===== src/rtl/k12_pkg.sv =====
// k12 shared definitions: instruction classes, sequencer states and the
// LOAD target-select bit. Imported by the sequencer.
package k12_pkg;

  localparam logic [1:0] CLS_ALU  = 2'b00;
  localparam logic [1:0] CLS_LOAD = 2'b01;
  localparam logic [1:0] CLS_SKIP = 2'b10;
  localparam logic [1:0] CLS_OUT  = 2'b11;

  // payload bit choosing the LOAD destination: 0 -> X, 1 -> ACC
  localparam int LOAD_SEL_BIT = 8;

  typedef enum logic [1:0] {
    ST_IDLE = 2'd0,
    ST_EXEC = 2'd1,
    ST_OUT  = 2'd2
  } state_t;

  typedef struct packed {
    logic [1:0]  cls;
    logic [13:0] pay;
  } inst_t;

endpackage


===== src/rtl/k12_alu_seq.sv =====
// k12 instruction sequencer.
// Holds ACC, X and flag F, feeds the external combinational k12_alu with
// ACC/X/IR, writes back its result, handles conditional skip and streams
// ACC snapshots out.
// Ports:
//   clk, rst                 clock, async active-high reset
//   inst_valid/ready, inst   instruction handshake, 16-bit word
//   alu_a/alu_b/alu_inst     operands and op word to k12_alu
//   alu_res/alu_cond         result and condition from k12_alu
//   out_valid/ready, out_data  ACC snapshot stream
//   acc_q, flag_q, retired   architectural state / retire counter
module k12_alu_seq
  import k12_pkg::*;
#(
  parameter int         RETW      = 16,
  parameter logic [7:0] ACC_RESET = 8'h00
) (
  input  logic            clk,
  input  logic            rst,
  input  logic            inst_valid,
  output logic            inst_ready,
  input  logic [15:0]     inst,
  output logic [7:0]      alu_a,
  output logic [7:0]      alu_b,
  output logic [15:0]     alu_inst,
  input  logic [7:0]      alu_res,
  input  logic            alu_cond,
  output logic            out_valid,
  input  logic            out_ready,
  output logic [7:0]      out_data,
  output logic [7:0]      acc_q,
  output logic            flag_q,
  output logic [RETW-1:0] retired
);

  state_t          state, state_n;
  logic [7:0]      acc, acc_n, x, x_n, od, od_n;
  logic            f, f_n, skip, skip_n, ov, ov_n;
  logic [15:0]     ir, ir_n;
  logic [RETW-1:0] ret, ret_n;
  inst_t           di;
  logic            fire;

  assign di         = inst_t'(inst);
  assign inst_ready = (state == ST_IDLE);
  assign fire       = inst_valid & inst_ready;

  always_ff @(posedge clk or posedge rst) begin
    if (rst) begin
      state <= ST_IDLE;
      acc   <= ACC_RESET;
      x     <= ACC_RESET;
      f     <= 1'b0;
      ir    <= '0;
      skip  <= 1'b0;
      ret   <= '0;
      ov    <= 1'b0;
      od    <= '0;
    end else begin
      state <= state_n;
      acc   <= acc_n;
      x     <= x_n;
      f     <= f_n;
      ir    <= ir_n;
      skip  <= skip_n;
      ret   <= ret_n;
      ov    <= ov_n;
      od    <= od_n;
    end
  end

  always_comb begin
    state_n = state;
    acc_n   = acc;
    x_n     = x;
    f_n     = f;
    ir_n    = ir;
    skip_n  = skip;
    ret_n   = ret;
    ov_n    = ov;
    od_n    = od;
    case (state)
      ST_IDLE: begin
        if (fire) begin
          if (skip) begin
            // shadowed instruction: swallowed without any side effect
            skip_n = 1'b0;
          end else begin
            case (di.cls)
              CLS_ALU: begin
                ir_n    = inst;
                state_n = ST_EXEC;
              end
              CLS_LOAD: begin
                if (di.pay[LOAD_SEL_BIT]) acc_n = di.pay[7:0];
                else                      x_n   = di.pay[7:0];
                ret_n = ret + RETW'(1);
              end
              CLS_SKIP: begin
                if (f) skip_n = 1'b1;
                ret_n = ret + RETW'(1);
              end
              default: begin  // CLS_OUT
                od_n    = acc;
                ov_n    = 1'b1;
                ret_n   = ret + RETW'(1);
                state_n = ST_OUT;
              end
            endcase
          end
        end
      end
      ST_EXEC: begin
        // single-cycle execute: ALU output settles from ACC/X/IR this cycle
        acc_n   = alu_res;
        f_n     = alu_cond;
        ret_n   = ret + RETW'(1);
        state_n = ST_IDLE;
      end
      ST_OUT: begin
        if (out_ready) begin
          ov_n    = 1'b0;
          state_n = ST_IDLE;
        end
      end
      default: state_n = ST_IDLE;
    endcase
  end

  assign alu_a     = acc;
  assign alu_b     = x;
  assign alu_inst  = {2'b00, ir[13:0]};
  assign out_valid = ov;
  assign out_data  = od;
  assign acc_q     = acc;
  assign flag_q    = f;
  assign retired   = ret;

endmodule


===== config.mk =====
export PLATFORM = sky130hd
export DESIGN_NAME = k12_alu_seq
export DESIGN_NICKNAME = d
export VERILOG_FILES = /design/src/rtl/k12_pkg.sv /design/src/rtl/k12_alu_seq.sv
export SDC_FILE = /design/constraint.sdc
export NUM_CORES = 1
export LEC_CHECK = 0
export CORE_MARGIN = 2
export CORE_UTILIZATION = 38
export CTS_CLUSTER_SIZE = 30
export DETAILED_ROUTE_END_ITERATION = 7
export GPL_TIMING_DRIVEN = 0
export PLACE_DENSITY = 0.81
export RECOVER_POWER = 25
export SYNTH_ARGS = -nofsm -noshare
export SYNTH_HDL_FRONTEND = slang
export SYNTH_SLANG_ARGS = --single-unit

===== constraint.sdc =====
create_clock -name clk -period 2.07 [get_ports clk]
set_input_delay 0.207 -clock clk [delete_from_list [all_inputs] [get_ports clk]]
set_output_delay 0.207 -clock clk [all_outputs]
set_load 0.005 [all_outputs]

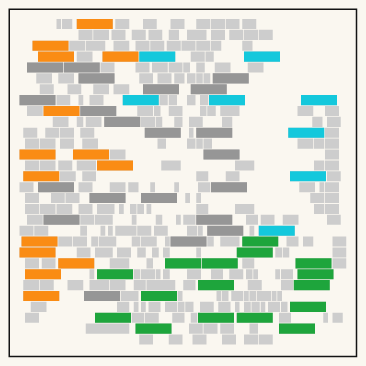
*Sequential cells colored by netlist name*
Scale: 4 px per um. Other sequential cells in the stronger gray, the rest of the logic in the fainter gray.
Key: orange = `ir` [placed flops 14]; green = `retired` [placed flops 16]; cyan = `out_data` [placed flops 8]

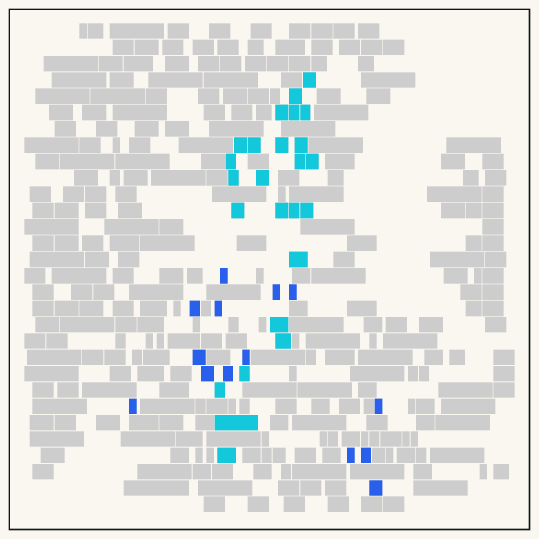
*Logic cells by family*
Scale: 6 px per um.
Key: blue = nor cells [cells 14]; cyan = aoi and oai cells [cells 25]

==> impl_metrics.tcl <==
# yosys + openroad results
set metrics [dict create \
    antenna_found_initial 0 \
    ios 96 \
    warnings 29 \
    drt_iter0_drc 91 \
    clk-insertion-delay-late_ns 0.34 \
    clockBufferDepth 2 \
    fp_util_pct 38.7 \
    start_kind "primary input" \
    powerDensity_nw_per_um2 1200 \
    tightestPinTransition_ns 0.906 \
    drt-pass1-iter-count 4 \
    grt_start_max_net_pins 37 \
    grt_overflow 0 \
    die_x_um 86.5 \
    timing.rr.end "out_data[2]" \
    ctsResizeCount 0 \
    setup.worst_path.end_class "flop" \
    grt_util_all_layers_pct 17.1 \
    enable_flop_cells 0 \
    place_hpwl_mm 4.49 \
    power.leakage_nw 1.64 \
    setup_viol 0 \
    postRouteAntennaNets 0 \
    drv_cap 0 \
    ys_warn_count 0 \
    synth_cells 206 \
    drive_above_1_share_pct 21.8 \
    drc 0 \
    dp_slack_ns -0.184 \
    grt_pass1_wl_mm 9.65 \
    clk_pin_slew_ns 0.07 \
    syn_area_per_cell_um2 12.5 \
    regToRegStartpoint "state[1]" \
    fin_setup_tns_ns 0 \
    ys.flops 59 \
    cts_hold_buf 0 \
    relSlewSlack_pct 39.5 \
    cts_made_buffers 9 \
    r2r_cells 4 \
    wl_mm 5.95 \
    fin_crit_ns 1.90 \
    yosys-stat-area_um2 2580 \
    cp_data_required_time_ns 2.29 \
    io_buffers 93 \
    synth.distinct_cells 31 \
    rsz0062_at_grt "no" \
    r2r_setup_slack_ns 0.31 \
    antenna_cells 0 \
    finalPower_mw 4.59 \
    async_reset_ff_share_pct 100 \
    vdd_drop_max_mv 0.656 \
    finalMaxSlewViolations 0 \
    htreeDepth 3 \
    hold_viol 0 \
    core_area_um2 6680 \
    worstPathArrival_ns 2.12 \
    timing.fmax_mhz 526 \
    fin_skew_ns 0.0100 \
    synth_seq_share_pct 57.1 \
    min-delay-start "retired[15]" \
    final_util_pct 57.2 \
    cts_tree "yes" \
    die_h_um 86.5 \
    rows 30 \
    routed-via-count 1937 \
    grt_pass1_vias 2008 \
    gp_congestion 0.765 \
    setup_slack_ns 0.170 \
    cts_setup_buffers 0 \
    wire_per_inst_um 15.0 \
    whs_endpoint "retired[15]" \
    synth_area_um2 2580 \
    period_used_pct 91.8 \
    finalNetCount 346 \
    min_path_type "flop to flop" \
    flop_cell "dfrtp_1" \
    crit_path_max_fanout 6 \
    critPathKind "primary input to flop" \
    critPathLaunch "inst[14]" \
    syn_to_final_growth_pct 47.8 \
    ys_cells 206 \
    via_per_inst 4.88 \
    root_buffer "clkbuf_8" \
    hold_depth 1 \
    cts_sinks 59 \
    status "finished clean" \
    chipArea_um2 7470 \
]
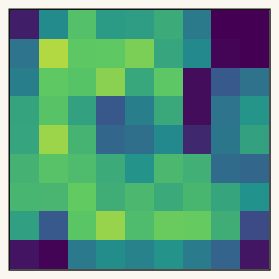
*Cell area per tile*
Scale: 3 px per um. 9 x 9 tiles, from dark purple (low) to yellow (high), 0 to 100% covered.
11% of the tiles are over 75% full. The mean over all tiles is 50%. The emptiest ninth of the die: north-east. The fullest tile reaches 88%. 6.2% of the tiles are nearly empty.

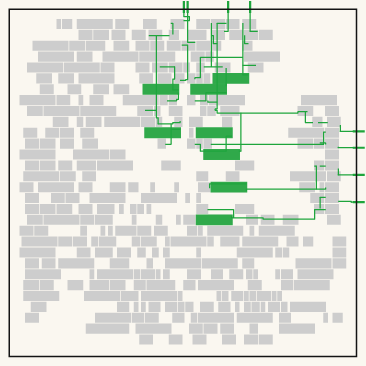
*Port wiring*
Scale: 4 px per um.
Key: green = `alu_a` [bits 8, direction output, edge 4 east, 4 north, end cells 8, wire 387 um]

[state kept, by name, summed over array words and instances, names as in the netlist]
| name | flops |
|---|---|
| acc_q | 8 |
| alu_b | 8 |
| flag_q | 1 |
| ir | 14 |
| out_data | 8 |
| out_valid | 1 |
| retired | 16 |
| skip | 1 |
| state | 2 |
[critical path, cell delays in order]
cell and delay (ns):
clkdlybuf4s50_1 0.51, inv_1 0.07, ha_1 0.23, or3b_4 0.42, a211oi_4 0.37, nand4_1 0.16, xnor2_1 0.15
[layer usage]
layer	global-route usage (%)	up-vias	part of all wire, %
met5	0	-	0
met4	8.10	0	1.6
met3	7.24	9	7.3
met2	25.7	66	47
met1	21.4	938	44
li1	-	924	-
[cells in the mapped netlist (all sizes together), types with 2 or more instances]
cell type / number / share of area [%]
o22ai: 12 / 2.9
a21oi: 9 / 1.9
o22a: 2 / 0.68
nor2: 9 / 1.4
xnor2: 13 / 4.4
nand4: 2 / 0.48
ha: 5 / 2.4
nand2: 14 / 2.0
mux2: 32 / 14
a2bb2oi: 2 / 0.68
nor3: 3 / 0.58
dfrtp: 59 / 57
buf: 15 / 3.9
nand4b: 2 / 0.92
nand3: 10 / 2.1
xor2: 2 / 0.68
inv: 6 / 0.87
[layout by cell type (no fill, tap or decap), types with 3 or more instances in the layout]
cell type        instances
a21oi_1                  8
buf_2                    5
buf_4                   10
clkbuf_8                10
clkdlybuf4s50_1         92
clkinv_2                 3
dfrtp_1                 59
ha_1                     5
inv_1                    6
mux2_2                  32
nand2_1                 14
nand3_1                  9
nor2_1                   8
nor3_1                   3
o22ai_1                 12
xnor2_1                 13
[cells by family (layout without fill, tap and decap cells)]
logic type	count (synthesis)	in the layout	share of synthesized area, %
AOI/OAI and AO/OA	28	28	7.51
xor gates and xnor gates	15	15	5.08
adders and majority gates	5	5	2.42
buffers and inverters	22	132	4.89
DFF	59	59	57.1
muxes	32	32	13.9
other	1	2	0.145
and+or+nand+nor	44	44	8.86
[layout make-up]
class	instances	area, um^2
fillers	587	2860
flip-flops and latches	59	1480
multi-input cells	126	985
repair buffers	94	938
clock buffers	11	141
plain buffers	15	100
well taps	80	100
clock inverters	5	52.6
inverters	7	26.3
[per-stage QoR]
stage                     hold slack, ns  std cells  instance area [um^2]
final                              0.476        397                  3820
after detailed placement           0.470        381                  3640
after global routing               0.479        397                  3820
after global placement             0.466        380                  3620
after floorplan                    0.357        207                  2590
after CTS                          0.228        397                  3830
[worst max path at each step]
stage                   to  slack (ns)  cells after the start
2_1_floorplan     acc_q[0]        0.41                      1
4_1_cts         inst_ready        0.17                      3
6_report       retired[12]        0.17                      7
5_1_grt        retired[12]        0.06                      7
3_5_place_dp   retired[12]       -0.18                      7
3_3_place_gp      alu_b[3]       -0.70                      2
[power breakdown]
group / internal (mW) / leakage, nW / switching, mW
clock network: 0.582 / 0.0991 / 0.456
logic: 1.21 / 0.802 / 0.505
registers: 1.54 / 0.735 / 0.289
Power and IR drop assume default switching activity.
